### config.mk
export PLATFORM = sky130hd
export DESIGN_NAME = if_id_fifo
export DESIGN_NICKNAME = d
export VERILOG_FILES = /design/src/rtl/if_id_fifo.sv
export SDC_FILE = /design/constraint.sdc
export NUM_CORES = 1
export LEC_CHECK = 0
export CORE_MARGIN = 2
export CORE_UTILIZATION = 31
export CTS_BUF_LIST = sky130_fd_sc_hd__clkbuf_2 sky130_fd_sc_hd__clkbuf_4 sky130_fd_sc_hd__clkbuf_8
export DETAILED_ROUTE_END_ITERATION = 8
export GPL_ROUTABILITY_DRIVEN = 0
export GPL_TIMING_DRIVEN = 0
export PLACE_DENSITY = 0.63
export REMOVE_ABC_BUFFERS = 1
export SYNTH_ARGS = -nofsm -noshare
export SYNTH_HDL_FRONTEND = slang
export SYNTH_SLANG_ARGS = --single-unit
### constraint.sdc
create_clock -name clk -period 4.5 [get_ports clk]
set_clock_uncertainty 0.05 [all_clocks]
set_input_delay 0.45 -clock clk [delete_from_list [all_inputs] [get_ports clk]]
set_output_delay 0.45 -clock clk [all_outputs]
set_load 0.05 [all_outputs]
### src/rtl/if_id_fifo.sv
// IF/ID decoupling FIFO: buffers fetched {instr, pc, pc_add4} triples
// in order, with flush for redirects and backpressure to fetch.
module if_id_fifo #(
    parameter int DEPTH = 2
) (
    input  logic                       clk,
    input  logic                       rst,
    input  logic                       in_valid,
    output logic                       in_ready,
    input  logic [31:0]                in_instr,
    input  logic [31:0]                in_pc,
    input  logic [31:0]                in_pc_add4,
    input  logic                       flush,
    output logic                       out_valid,
    input  logic                       out_ready,
    output logic [31:0]                out_instr,
    output logic [31:0]                out_pc,
    output logic [31:0]                out_pc_add4,
    output logic [$clog2(DEPTH):0]     count
);

    localparam int AW = $clog2(DEPTH);
    localparam int CW = AW + 1;

    typedef struct packed {
        logic [31:0] instr;
        logic [31:0] pc;
        logic [31:0] pc_add4;
    } if_id_t;

    if_id_t          r_mem [DEPTH];
    logic [AW-1:0]   r_wr_ptr;
    logic [AW-1:0]   r_rd_ptr;
    logic [CW-1:0]   r_count;

    logic            w_full;
    logic            w_empty;
    logic            w_push;
    logic            w_pop;
    if_id_t          w_head;

    assign w_full  = (r_count == CW'(DEPTH));
    assign w_empty = (r_count == '0);
    assign w_push  = in_valid & ~w_full;
    assign w_pop   = out_ready & ~w_empty;
    assign w_head  = r_mem[r_rd_ptr];

    assign in_ready  = ~w_full;
    assign out_valid = ~w_empty;
    assign count     = r_count;

    // Empty buffer presents a NOP so decode never sees stale data.
    assign out_instr   = w_empty ? 32'h0000_0013 : w_head.instr;
    assign out_pc      = w_empty ? 32'h0 : w_head.pc;
    assign out_pc_add4 = w_empty ? 32'h0 : w_head.pc_add4;

    always_ff @(posedge clk) begin
        if (rst) begin
            r_wr_ptr <= '0;
            r_rd_ptr <= '0;
            r_count  <= '0;
            for (int i = 0; i < DEPTH; i++) begin
                r_mem[i] <= '0;
            end
        end else if (flush) begin
            // Wrong-path push this cycle is dropped with everything else.
            r_wr_ptr <= '0;
            r_rd_ptr <= '0;
            r_count  <= '0;
        end else begin
            if (w_push) begin
                r_mem[r_wr_ptr] <= '{instr: in_instr, pc: in_pc,
                                     pc_add4: in_pc_add4};
                r_wr_ptr        <= r_wr_ptr + 1'b1;
            end
            if (w_pop) begin
                r_rd_ptr <= r_rd_ptr + 1'b1;
            end
            unique case ({w_push, w_pop})
                2'b10:   r_count <= r_count + 1'b1;
                2'b01:   r_count <= r_count - 1'b1;
                default: r_count <= r_count;
            endcase
        end
    end

endmodule

Fig. 1: run 1, I/O nets highlighted
Bar = 50 um.
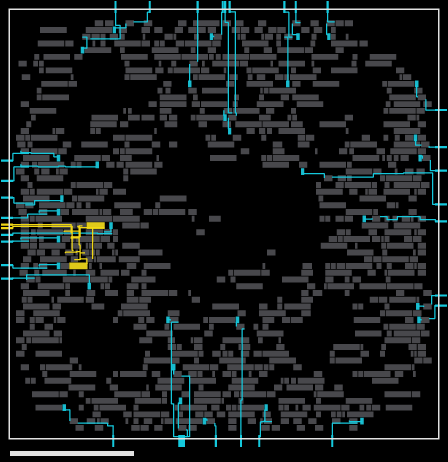
[yellow] `count` | bits: 2 | direction: output | edge: left | end cells: 2 | buffers: 2 | wire: 136 um
[cyan] `out_pc_add4` | bits: 32 | direction: output | edge: 9 top, 8 left, 8 bottom, 7 right | end cells: 32 | buffers: 32 | wire: 871 um
Port Buffers: 200
io pins: 201

Fig. 2: run 1, placement density heat map
Bar = 50 um. 17 x 17 tiles, from black (low) to pale yellow (high), 0 to 100% covered.
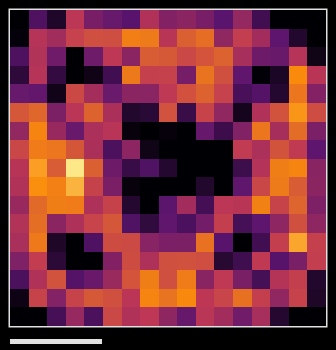
fullest tile: 95%
mean over tiles: 38%
tiles over 75% full: 2.1%
densest ninth of the die: middle left
Initial Util: 31.63%
Final Core Density: 42.24%

Fig. 3: run 1, congestion heat map
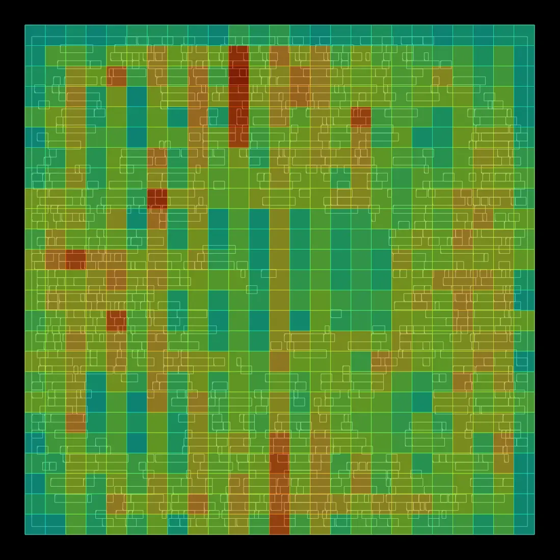
most used routing layer: met2
met3 Resource Use GR: 4.200%
wire per inst: 16.26 um

Fig. 4: run 1, placement by cell class
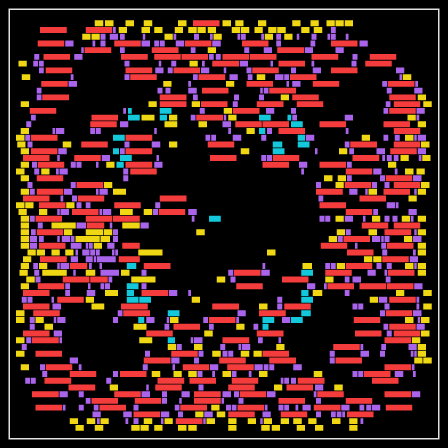
[purple] all other logic | cells: 411
[cyan] clock drivers and dummy loads | cells: 32
[yellow] other buffers and delay cells | cells: 219
[red] flip-flops | cells: 197
Site Rows: 61
Seq/total area: 49.88%

-- run 1: logic make-up after synthesis --
| group | after synthesis | share of synthesized area, % |
|---|---|---|
| adders and majority gates | 1 | 0.1420 |
| AOI/OAI and AO/OA | 5 | 0.2840 |
| muxes | 96 | 10.91 |
| DFF | 197 | 66.57 |
| and+or+nand+nor | 301 | 18.87 |
| buffers and inverters | 47 | 2.925 |
| xor gates and xnor gates | 3 | 0.2983 |
-- run 1: registers in the layout (all words and copies together) (netlist names), named ones only --
name      flops
count         2
r_mem       192
r_rd_ptr      1
r_wr_ptr      1
-- run 1: worst register-to-register path, stage by stage (launching register included) --
cell	delay (ns)
dfxtp_1	0.51
nor2b_2	0.15
nor4_4	0.62
or2_4	0.69
buf_16	0.34
-- run 1: layout make-up --
class | count | area [um^2]
repair buffers | 219 | 2345
multi-input cells | 406 | 2700
fillers | 2563 | 16090
inverters | 5 | 18.77
clock inverters | 14 | 118.9
well taps | 378 | 473.0
clock buffers | 18 | 241.5
flip-flops and latches | 197 | 5869
-- run 1: per-layer routing --
metal	global-route usage [%]	routed length, um	vias to the layer above
met5	0	11	-
met4	3.134	206	2
met3	4.200	1063	11
met2	22.82	9752	133
met1	17.55	9074	2675
li1	-	-	2619
-- run 1: cell usage in the layout (no fill, tap or decap), drive strengths merged --
master / synthesis / final
nor2b: 1 / 1
nor4: 2 / 2
or2: 3 / 3
clkdlybuf4s50: 0 / 200
dfxtp: 5 / 5
nor2: 97 / 97
mux2i: 96 / 96
clkbuf: 22 / 18
ha: 1 / 1
nand2: 4 / 4
xor2: 2 / 2
inv: 5 / 10
o21ai: 3 / 3
or3: 2 / 2
edfxtp: 192 / 192
buf: 20 / 19
clkinvlp: 0 / 3
clkinv: 0 / 6
xnor2: 1 / 1
and2: 192 / 192
a21oi: 2 / 2
-- run 1: worst max path at each step --
stage / from / endpoint / slack (ns) / cells after the start
5_1_grt: count[0]$_SDFFE_PP0P_ / out_instr[18] / 1.13 / 5
2_1_floorplan: count[0]$_SDFFE_PP0P_ / out_instr[0] / -1.44 / 3
4_1_cts: count[0]$_SDFFE_PP0P_ / out_instr[18] / 1.21 / 5
6_report: count[0]$_SDFFE_PP0P_ / out_instr[18] / 1.32 / 5
3_3_place_gp: count[0]$_SDFFE_PP0P_ / out_instr[0] / -3.90 / 4
3_5_place_dp: rst / r_mem[1][20]$_SDFFCE_PN0P_ / 0.98 / 5
-- run 1: stage by stage --
stage | utilization, % | power, mW | cells
after floorplan | - | 2.457 | 608
after global placement | 39.65 | 2.702 | 1186
after detailed placement | 40.94 | 2.716 | 1205
after CTS | 42.24 | 3.797 | 1237
after global routing | 42.24 | 3.915 | 1237
final | 42.24 | 3.750 | 1237
-- run 1: power by group through the flow --
stage | logic [mW] | clock network, mW | registers [mW]
2_1_floorplan | 0.280 | 0 | 2.18
3_3_place_gp | 0.519 | 0 | 2.18
3_5_place_dp | 0.545 | 0 | 2.17
4_1_cts | 0.547 | 1.12 | 2.13
5_1_grt | 0.575 | 1.20 | 2.14
6_report | 0.536 | 1.09 | 2.13
==> results.toml, run 1 <==
# implementation run metrics
[run_status]
status = "finished clean"

[clock_network]
insertion_delay_ns = 0.44
ctsHoldBuffers = 0
clkSlewWorstSetupHoldPaths_ns = 0.10
cts-buffers-inserted = 17
cts_max_level = 4
cts_tree = "built"
cts_setup_buffers = 0

[pwr]
p_comb_share_pct = 14.3
p_leak_nw = 4.043
intPower_mw = 2.729
sw_frac_of_total_pct = 27.22
p_clk_share_pct = 29.0
seq_power_share_pct = 56.7
peakVddDrop_uv = 142.9

[worst_setup_path]
r2r-start = "count[0]$_SDFFE_PP0P_"
cp-start-kind = "flop"
worst-path-max-fanout = 28
path_cells = "nor2_4, buf_12, buf_12, nor2_1, clkdlybuf4s50_1"
critPathRequiredTime_ns = 4.00
crit_top_cell = "buf_12"
critPathBufInv = 3
slowest_delay_ns = 0.75
crit_path_top_delay_cell = "clkdlybuf4s50_1"
critPathKind = "reg2out"
end_kind = "output port"
critPathTopFamily = "buffers and inverters"

[drt]
dr.first_iter.drc_count = 253
dr.pass1.iters = 4
vias = 5440
vias_per_cell = 4.398
wirelength_um = 20110
antenna_left = 0

[sta]
rsz0062_at_grt = "no"
fmaxAchievable_mhz = 314.2
finalWorstSetupSlack_ns = 1.318
slew_violations = 0
setup_tns_ns = 0
tightest_slew_ns = 0.6996
finalCritPeriodShare_pct = 70.72
finalHoldViolations = 0
min_period_ns = 3.182

[job]
tool_warnings = 25
max_cap_viol_count = 0

[synthesis]
ys_cells = 650
flop_cell = "edfxtp_1"
top_area_cell = "edfxtp_1"
ys_seq_share_pct = 66.57
ys.flops = 197
yosys_warnings = 0
ys_types = 22
top_area_share_pct = 65.44
synth-edff-count = 192
synthCells = 650

[min_path]
holdPathStages = 2
hold_start = "r_rd_ptr$_SDFFE_PP0P_"

[floorplanning]
core_um2 = 27860
die_area_um2 = 29790
die_x_um = 172.6
fp.dieH_um = 172.6

[place]
dp_slack_ns = 0.9758
place_area_um2 = 11410
place_hpwl_um = 13120

[finish]
fin_area_um2 = 11770
drive_gt1_share_pct = 6.752

[grt]
grt_overflow_total = 0
grt_max_degree = 57
grt_pass1_wl_um = 31870
grt_pass1_vias = 5721
==> inputs of run 2 (changes only) <==
- clock period: 4.5 -> 3.2 ns (I/O delays scaled with it)
Fig. 5: run 2, I/O nets highlighted
Bar = 50 um.
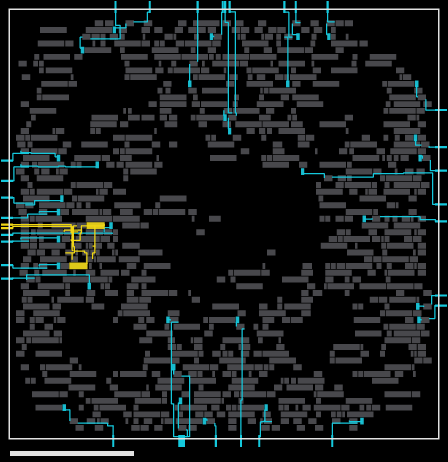
[yellow] `count` | bits: 2 | direction: output | edge: left | end cells: 2 | buffers: 2 | wire: 138 um
[cyan] `out_pc_add4` | bits: 32 | direction: output | edge: 9 top, 8 left, 8 bottom, 7 right | end cells: 32 | buffers: 32 | wire: 866 um

Fig. 6: run 2, placement by cell class
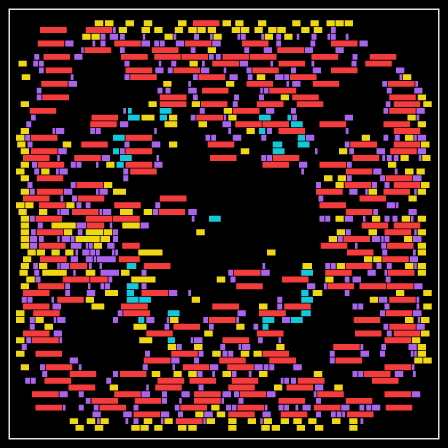
[yellow] other buffers and delay cells | cells: 219
[purple] all other logic | cells: 412
[red] flip-flops | cells: 197
[cyan] clock drivers and dummy loads | cells: 32
Seq/total area: 49.86%
Final Core Density: 42.26%

==> run 2 against run 1 <==
Compared with the run above: critical path depth stayed put; setup slack worse by 1.1 ns; largest power group unchanged; area after synthesis unchanged; cell count hardly changed.
==> results.toml, run 2 <==
# implementation run metrics
[run_status]
status = "finished clean"

[place]
place_area_um2 = 11410
place_hpwl_um = 13120
dp_cells = 1205
portBuffers = 200

[worst_setup_path]
critPathRequiredTime_ns = 2.83
critPathKind = "reg2out"
worst-path-max-fanout = 28
end_kind = "output port"
setup.worst_path.start = "count[0]$_SDFFE_PP0P_"

[min_path]
hold_start = "in_instr[11]"

[synthesis]
ys_cells = 650
synth-edff-count = 192
ys.flops = 197
yosys_warnings = 0
ys_types = 22
top_area_share_pct = 65.44

[sta]
slew_violations = 0
tightest_slew_ns = 0.7001
min_period_ns = 2.949
rsz0062_at_grt = "no"
setup_tns_ns = 0
fmaxAchievable_mhz = 339.1
finalWorstSetupSlack_ns = 0.2512

[finish]
fin_area_um2 = 11770
final_cell_mix = "clkdlybuf4s50_1, and2_1, edfxtp_1"
largest_register_ffs = 192
fill_cells = 2563
lay_top_count = "clkdlybuf4s50_1"
flop_area_um2 = 5869
largest-register = "r_mem"

[grt]
grt_pass1_wl_um = 31870
grt_max_degree = 57
grt_pass1_vias = 5721

[floorplanning]
row_count = 61
core_um2 = 27860
ioPinCount = 201
die_x_um = 172.6

[clock_network]
clkSlewWorstSetupHoldPaths_ns = 0.11
cts_max_level = 4
ctsHoldBuffers = 0

[drt]
antenna_left = 0
dr.first_iter.drc_count = 263
-- run 2: worst paths after layout --
kind | depth (start not counted) | endpoint
min reg2reg | 2 | flop
max | 5 | out_instr[18]
max reg2reg | 4 | r_mem[1][52]$_SDFFCE_PN0P_
min | 2 | r_mem[1][75]$_SDFFCE_PN0P_
-- run 2: critical path, stage by stage, from the launching register on --
cell	delay, ns
dfxtp_1	0.42
nor2_4	0.42
buf_12	0.24
buf_12	0.21
nor2_1	0.07
clkdlybuf4s50_1	0.75
-- run 2: kinds of logic (layout without fill, tap and decap cells) --
logic type,Yosys count,after routing,synth area share [%]
mux,96,96,10.91
compound gates,5,5,0.2840
buf+inv,47,256,2.925
xor+xnor,3,3,0.2983
flops,197,197,66.57
fa+ha+maj,1,1,0.1420
simple gates,301,302,18.87
-- run 2: area by class of cell --
cell class	count	area share, %
multi-input cells	407	22.99
well taps	378	4.017
repair buffers	219	19.92
inverters	5	0.1594
flip-flops and latches	197	49.86
clock inverters	14	1.010
clock buffers	18	2.051
-- run 2: per-layer routing --
metal	share of wire (%)	GRT usage, %	vias to the layer above
met1	45	17.55	2672
met3	5.4	4.200	11
li1	-	-	2623
met4	1.0	3.134	2
met2	49	22.82	127
met5	0.054	0	-
-- run 2: where the power goes --
group	switching [mW]	internal, mW
Sequential	0.0351	2.96
Combinational	0.444	0.312
Clock	0.959	0.570
Total	1.44	3.84
Power figures rest on the tool's default switching activity, not on a simulated workload.
